--- src/rtl/vharray_ctrl.sv ---
// vharray_ctrl: issues raster-ordered windows to a PE array and numbers its results.
// Ports: clk/rst_n, start+out_h/out_w job launch, hold stall, arr_in_valid+win_row/win_col
// issue, arr_out_valid -> res_we/res_addr writes, busy/done status; wd_err with VHCTRL_WATCHDOG_EN.
module vharray_ctrl #(
  parameter int ARRAYLEN  = 25,
  parameter int DIMWIDTH  = 8,
  parameter int ADDRWIDTH = 16
) (
  input  logic                 clk,
  input  logic                 rst_n,
  input  logic                 start,
  input  logic [DIMWIDTH-1:0]  out_h,
  input  logic [DIMWIDTH-1:0]  out_w,
  input  logic                 hold,
  output logic                 arr_in_valid,
  output logic [DIMWIDTH-1:0]  win_row,
  output logic [DIMWIDTH-1:0]  win_col,
  input  logic                 arr_out_valid,
  output logic                 res_we,
  output logic [ADDRWIDTH-1:0] res_addr,
  output logic                 busy,
  output logic                 done
`ifdef VHCTRL_WATCHDOG_EN
  ,
  output logic                 wd_err
`endif
);

  localparam int PW = 2 * DIMWIDTH;

  typedef enum logic [1:0] {
    S_IDLE,
    S_ISSUE,
    S_DRAIN,
    S_DONE
  } state_t;

  state_t               state;
  logic [DIMWIDTH-1:0]  h_q;
  logic [DIMWIDTH-1:0]  w_q;
  logic [PW-1:0]        total;
  logic [ADDRWIDTH-1:0] last_addr;
  logic                 zero_dim;
  logic                 last_win;
  logic                 last_col;
  logic                 collect;
  logic                 last_wr;

  // Full-width product; only its low ADDRWIDTH bits address results.
  assign total     = PW'(h_q) * PW'(w_q);
  assign last_addr = ADDRWIDTH'(total - PW'(1));
  assign zero_dim  = (out_h == '0) || (out_w == '0);
  assign last_col  = (win_col == w_q - DIMWIDTH'(1));
  assign last_win  = last_col && (win_row == h_q - DIMWIDTH'(1));

  // Stall and result strobes must act in the same cycle.
  assign arr_in_valid = (state == S_ISSUE) && !hold;
  assign collect      = (state == S_ISSUE) || (state == S_DRAIN);
  assign res_we       = collect && arr_out_valid;
  assign last_wr      = res_we && (res_addr == last_addr);

`ifdef VHCTRL_WATCHDOG_EN
  localparam int WDW = $clog2(ARRAYLEN + 3);
  logic [WDW-1:0] wd_cnt;
  logic           wd_idle;
  logic           wd_fire;

  assign wd_idle = (state == S_DRAIN) && !arr_out_valid;
  assign wd_fire = wd_idle && (wd_cnt == WDW'(ARRAYLEN + 1));
`endif

  always_ff @(posedge clk or negedge rst_n) begin
    if (!rst_n) begin
      state    <= S_IDLE;
      h_q      <= '0;
      w_q      <= '0;
      win_row  <= '0;
      win_col  <= '0;
      res_addr <= '0;
      busy     <= 1'b0;
      done     <= 1'b0;
`ifdef VHCTRL_WATCHDOG_EN
      wd_cnt   <= '0;
      wd_err   <= 1'b0;
`endif
    end else begin
      done <= 1'b0;
      unique case (state)
        S_IDLE: begin
          if (start) begin
            win_row  <= '0;
            win_col  <= '0;
            res_addr <= '0;
`ifdef VHCTRL_WATCHDOG_EN
            wd_err   <= 1'b0;
`endif
            if (zero_dim) begin
              state <= S_DONE;
              done  <= 1'b1;
            end else begin
              state <= S_ISSUE;
              busy  <= 1'b1;
              h_q   <= out_h;
              w_q   <= out_w;
            end
          end
        end
        S_ISSUE: begin
          if (res_we) res_addr <= res_addr + ADDRWIDTH'(1);
          if (arr_in_valid) begin
            if (last_win) begin
              state <= S_DRAIN;
            end else if (last_col) begin
              win_col <= '0;
              win_row <= win_row + DIMWIDTH'(1);
            end else begin
              win_col <= win_col + DIMWIDTH'(1);
            end
          end
        end
        S_DRAIN: begin
          if (res_we) res_addr <= res_addr + ADDRWIDTH'(1);
          if (last_wr) begin
            state <= S_DONE;
            busy  <= 1'b0;
            done  <= 1'b1;
          end
`ifdef VHCTRL_WATCHDOG_EN
          else if (wd_fire) begin
            state  <= S_DONE;
            busy   <= 1'b0;
            done   <= 1'b1;
            wd_err <= 1'b1;
          end
`endif
        end
        S_DONE: state <= S_IDLE;
        default: state <= S_IDLE;
      endcase
`ifdef VHCTRL_WATCHDOG_EN
      // Counts back-to-back silent drain cycles only.
      wd_cnt <= wd_idle ? wd_cnt + WDW'(1) : '0;
`endif
    end
  end

endmodule

--- config.mk ---
export PLATFORM = sky130hd
export DESIGN_NAME = vharray_ctrl
export DESIGN_NICKNAME = d
export VERILOG_FILES = /design/src/rtl/vharray_ctrl.sv
export SDC_FILE = /design/constraint.sdc
export NUM_CORES = 1
export LEC_CHECK = 0
export CORE_MARGIN = 2
export CORE_UTILIZATION = 35
export DETAILED_ROUTE_END_ITERATION = 6
export GPL_TIMING_DRIVEN = 0
export HOLD_SLACK_MARGIN = 0.06
export PLACE_DENSITY = 0.64
export SLEW_MARGIN = 5
export SYNTH_ARGS = -nofsm -noshare
export SYNTH_HDL_FRONTEND = slang
export SYNTH_SLANG_ARGS = --single-unit
export TNS_END_PERCENT = 1
--- constraint.sdc ---
create_clock -name clk -period 4.98 [get_ports clk]
set_input_delay 0.996 -clock clk [delete_from_list [all_inputs] [get_ports clk]]
set_output_delay 0.996 -clock clk [all_outputs]
set_load 0.05 [all_outputs]
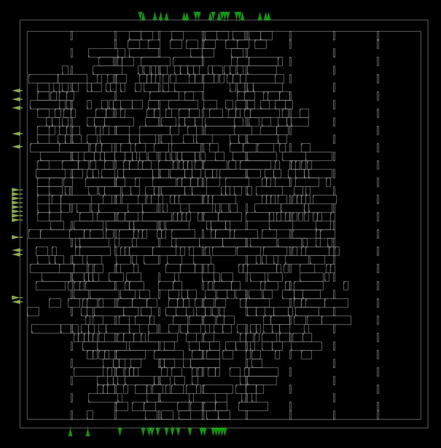
**Above:** placement view.
core box area: 15200 um2
tap cells: 188
Seq area share: 18.91%
post-route insts no fill: 896

==> results_dict.tcl <==
# flow metrics
set metrics [dict create \
    fin_ws_ns -0.2635 \
    clock_latency_ns 0.31 \
    vdd_drop_max_mv 0.1631 \
    log.warning_count 31 \
    dpl.cell_count 861 \
    ys_seq_share_pct 23.91 \
    ff_type "dfrtp_1" \
    use_met2_pct 30.41 \
    post-dp-hpwl_um 11040 \
    ys_sh_aoi_pct 12.53 \
    grt_pass1_vias 5061 \
    reg2reg_depth 18 \
    report.final.slew_viol_count 0 \
    drt-pass1-iter-count 5 \
    async_flop_share_pct 100.0 \
    post-place-ws_ns -0.5771 \
    top_area_share_pct 23.91 \
    die_x_um 128.7 \
    overflow 0 \
    drive_gt1_share_pct 16.67 \
    path_clk_slew_ns 0.08 \
    routedWlPerCell_um 16.16 \
    htreeDepth 2 \
    muxShareOfSynthArea_pct 4.230 \
    cp.arrival_ns 5.46 \
    adder_share_pct 25.89 \
    violations "setup timing" \
    critPathMaxFanout 6 \
    whs_ns 0.5551 \
    cp-end-kind "flip-flop" \
    numCtsBuffers 5 \
    top_area_cell "dfrtp_1" \
    ys_top_cells_by_area "dfrtp_1, fa_1, ha_1" \
    syn_avg_cell_area_um2 8.836 \
    num_antenna_cells 0 \
    track_usage_pct 17.98 \
    slowest_stage "fa_1" \
    nets 817 \
    ys_top_cells_by_count "nand2_1, inv_1, dfrtp_1" \
    required_ns 5.20 \
    crit_chain "clkbuf_8, nand2_2, fa_1, fa_1, inv_1, fa_1, inv_1, fa_1, inv_1, ha_4, a21oi_4, o221ai_4, o211ai_1, o211ai_1, a2111o_1, or4_4, a221oi_4, mux2i_1" \
    setup_viol 4 \
    xor_share_pct 8.368 \
    cts-root-buf "clkbuf_16" \
    leakagePower_nw 3.019 \
    critPathLaunchType "flip-flop" \
    fin_crit_ns 5.244 \
    simple_gate_area_share_pct 18.16 \
    synth_flops 52 \
    min_path_cells 2 \
    drv_cap 0 \
    cts_tree "yes" \
    drt_iter0_markers 250 \
    syn_area_um2 5443 \
    clk_path_buf_depth 2 \
    wl_um 14480 \
    syn_inst 616 \
    vias 4838 \
    grt_max_degree 38 \
    status "finished, violations left" \
]
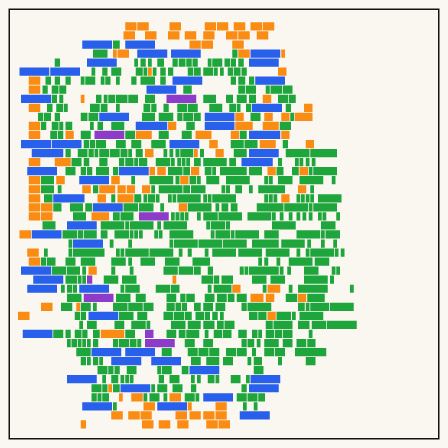
**Above:** placed cells, one color a class.
Green is all other logic, cells 535, share of their area 63%. Blue is flip-flops, cells 52, share of their area 20%. Orange is other buffers and delay cells, cells 114, share of their area 16%. Purple is clock drivers and dummy loads, cells 7, share of their area 2.1%.
Final Core Density: 45.48%
final instance area: 6914 um2
number of placement rows: 45

-- layout by cell type (no fill, tap or decap), types with 4 or more instances in the layout --
| cell | synthesis | routed |
|---|---|---|
| and2_1 | 11 | 11 |
| nor3_1 | 8 | 8 |
| nand4_1 | 11 | 11 |
| mux2_2 | 16 | 16 |
| buf_4 | 0 | 32 |
| xnor2_1 | 32 | 32 |
| mux2i_1 | 5 | 5 |
| fa_2 | 0 | 5 |
| inv_1 | 69 | 69 |
| a21oi_1 | 26 | 22 |
| ha_1 | 47 | 42 |
| a211o_1 | 4 | 4 |
| nand2_1 | 83 | 74 |
| xor2_1 | 20 | 20 |
| nand2_2 | 0 | 8 |
| dfrtp_2 | 0 | 5 |
| dfrtp_1 | 52 | 47 |
| nor2_1 | 28 | 28 |
| o21ai_0 | 25 | 24 |
| or3_1 | 14 | 14 |
| clkbuf_8 | 0 | 7 |
| and4_1 | 4 | 4 |
| a21o_1 | 6 | 6 |
| a31oi_1 | 5 | 4 |
| and3_1 | 4 | 4 |
| o211ai_1 | 5 | 5 |
| a31o_2 | 4 | 4 |
| clkdlybuf4s50_1 | 0 | 55 |
| clkbuf_1 | 27 | 10 |
| clkbuf_16 | 0 | 5 |
| fa_1 | 41 | 36 |
| nand3_1 | 24 | 22 |
-- critical path, delay by kind of cell (launching register included) --
family,cells,cell delay [ns]
flops,1,0.37
simple gates,2,0.59
buf+inv,4,0.34
mux,1,0.23
fa+ha+maj,5,2.23
compound gates,6,1.38
-- cells by family after synthesis --
logic type,count (synthesis)
AND/OR/NAND/NOR,204
XOR/XNOR,52
AND-OR/OR-AND,101
adder cells (fa/ha/maj),88
buffers and inverters,98
multiplexers,21
flip-flops,52
-- layer usage --
metal / wire [um] / up-vias / part of all wire [%]
li1: - / 2272 / -
met1: 6356 / 2399 / 44
met2: 7036 / 136 / 49
met3: 623 / 31 / 4.3
met4: 465 / 0 / 3.2
met5: 0 / - / 0
-- cell type report --
class / count / area [um2]
fill: 1474 / 8288
multi-input combinational: 466 / 3938
sequential: 52 / 1308
timing repair buffer: 92 / 835.8
inverter: 69 / 259.0
tap: 188 / 235.2
buffer: 22 / 201.4
clock buffer: 5 / 125.1
clock inverter: 2 / 12.51
-- where the power goes --
group	switching, mW	total (mW)	leakage, nW	internal [mW]
clock	0.165	0.348	0.0657	0.183
sequential	0.0406	0.485	0.683	0.444
combinational	0.153	0.249	2.27	0.0963
total	0.358	1.08	3.02	0.724
-- registers in the layout, indices dropped and copies added, names as in the netlist --
signal and flops:
w_q 8, h_q 8, win_row 8, win_col 8
state 2, res_addr 16, busy 1, done 1
-- timing repair --
action,CTS,global route
cloned,2,0
setup buffers,33,0
endpoints found under the hold margin,0,0
resized,36,11
pin swaps,25,4
setup endpoints to repair,4,4
-- worst paths after layout --
| path | start | to | slack, ns |
|---|---|---|---|
| worst max-delay path | w_q[2] | state[1] | -0.26 |
| worst min-delay path | busy | busy | 0.56 |
| worst max register to register | w_q[2] | state[1] | -0.26 |
| worst min register to register | busy | busy | 0.56 |
| max in group asynchronous | rst_n | h_q[0] | 3.80 |
| min in group asynchronous | rst_n | res_addr[5] | 0.62 |
Power figures rest on the tool's default switching activity, not on a simulated workload.
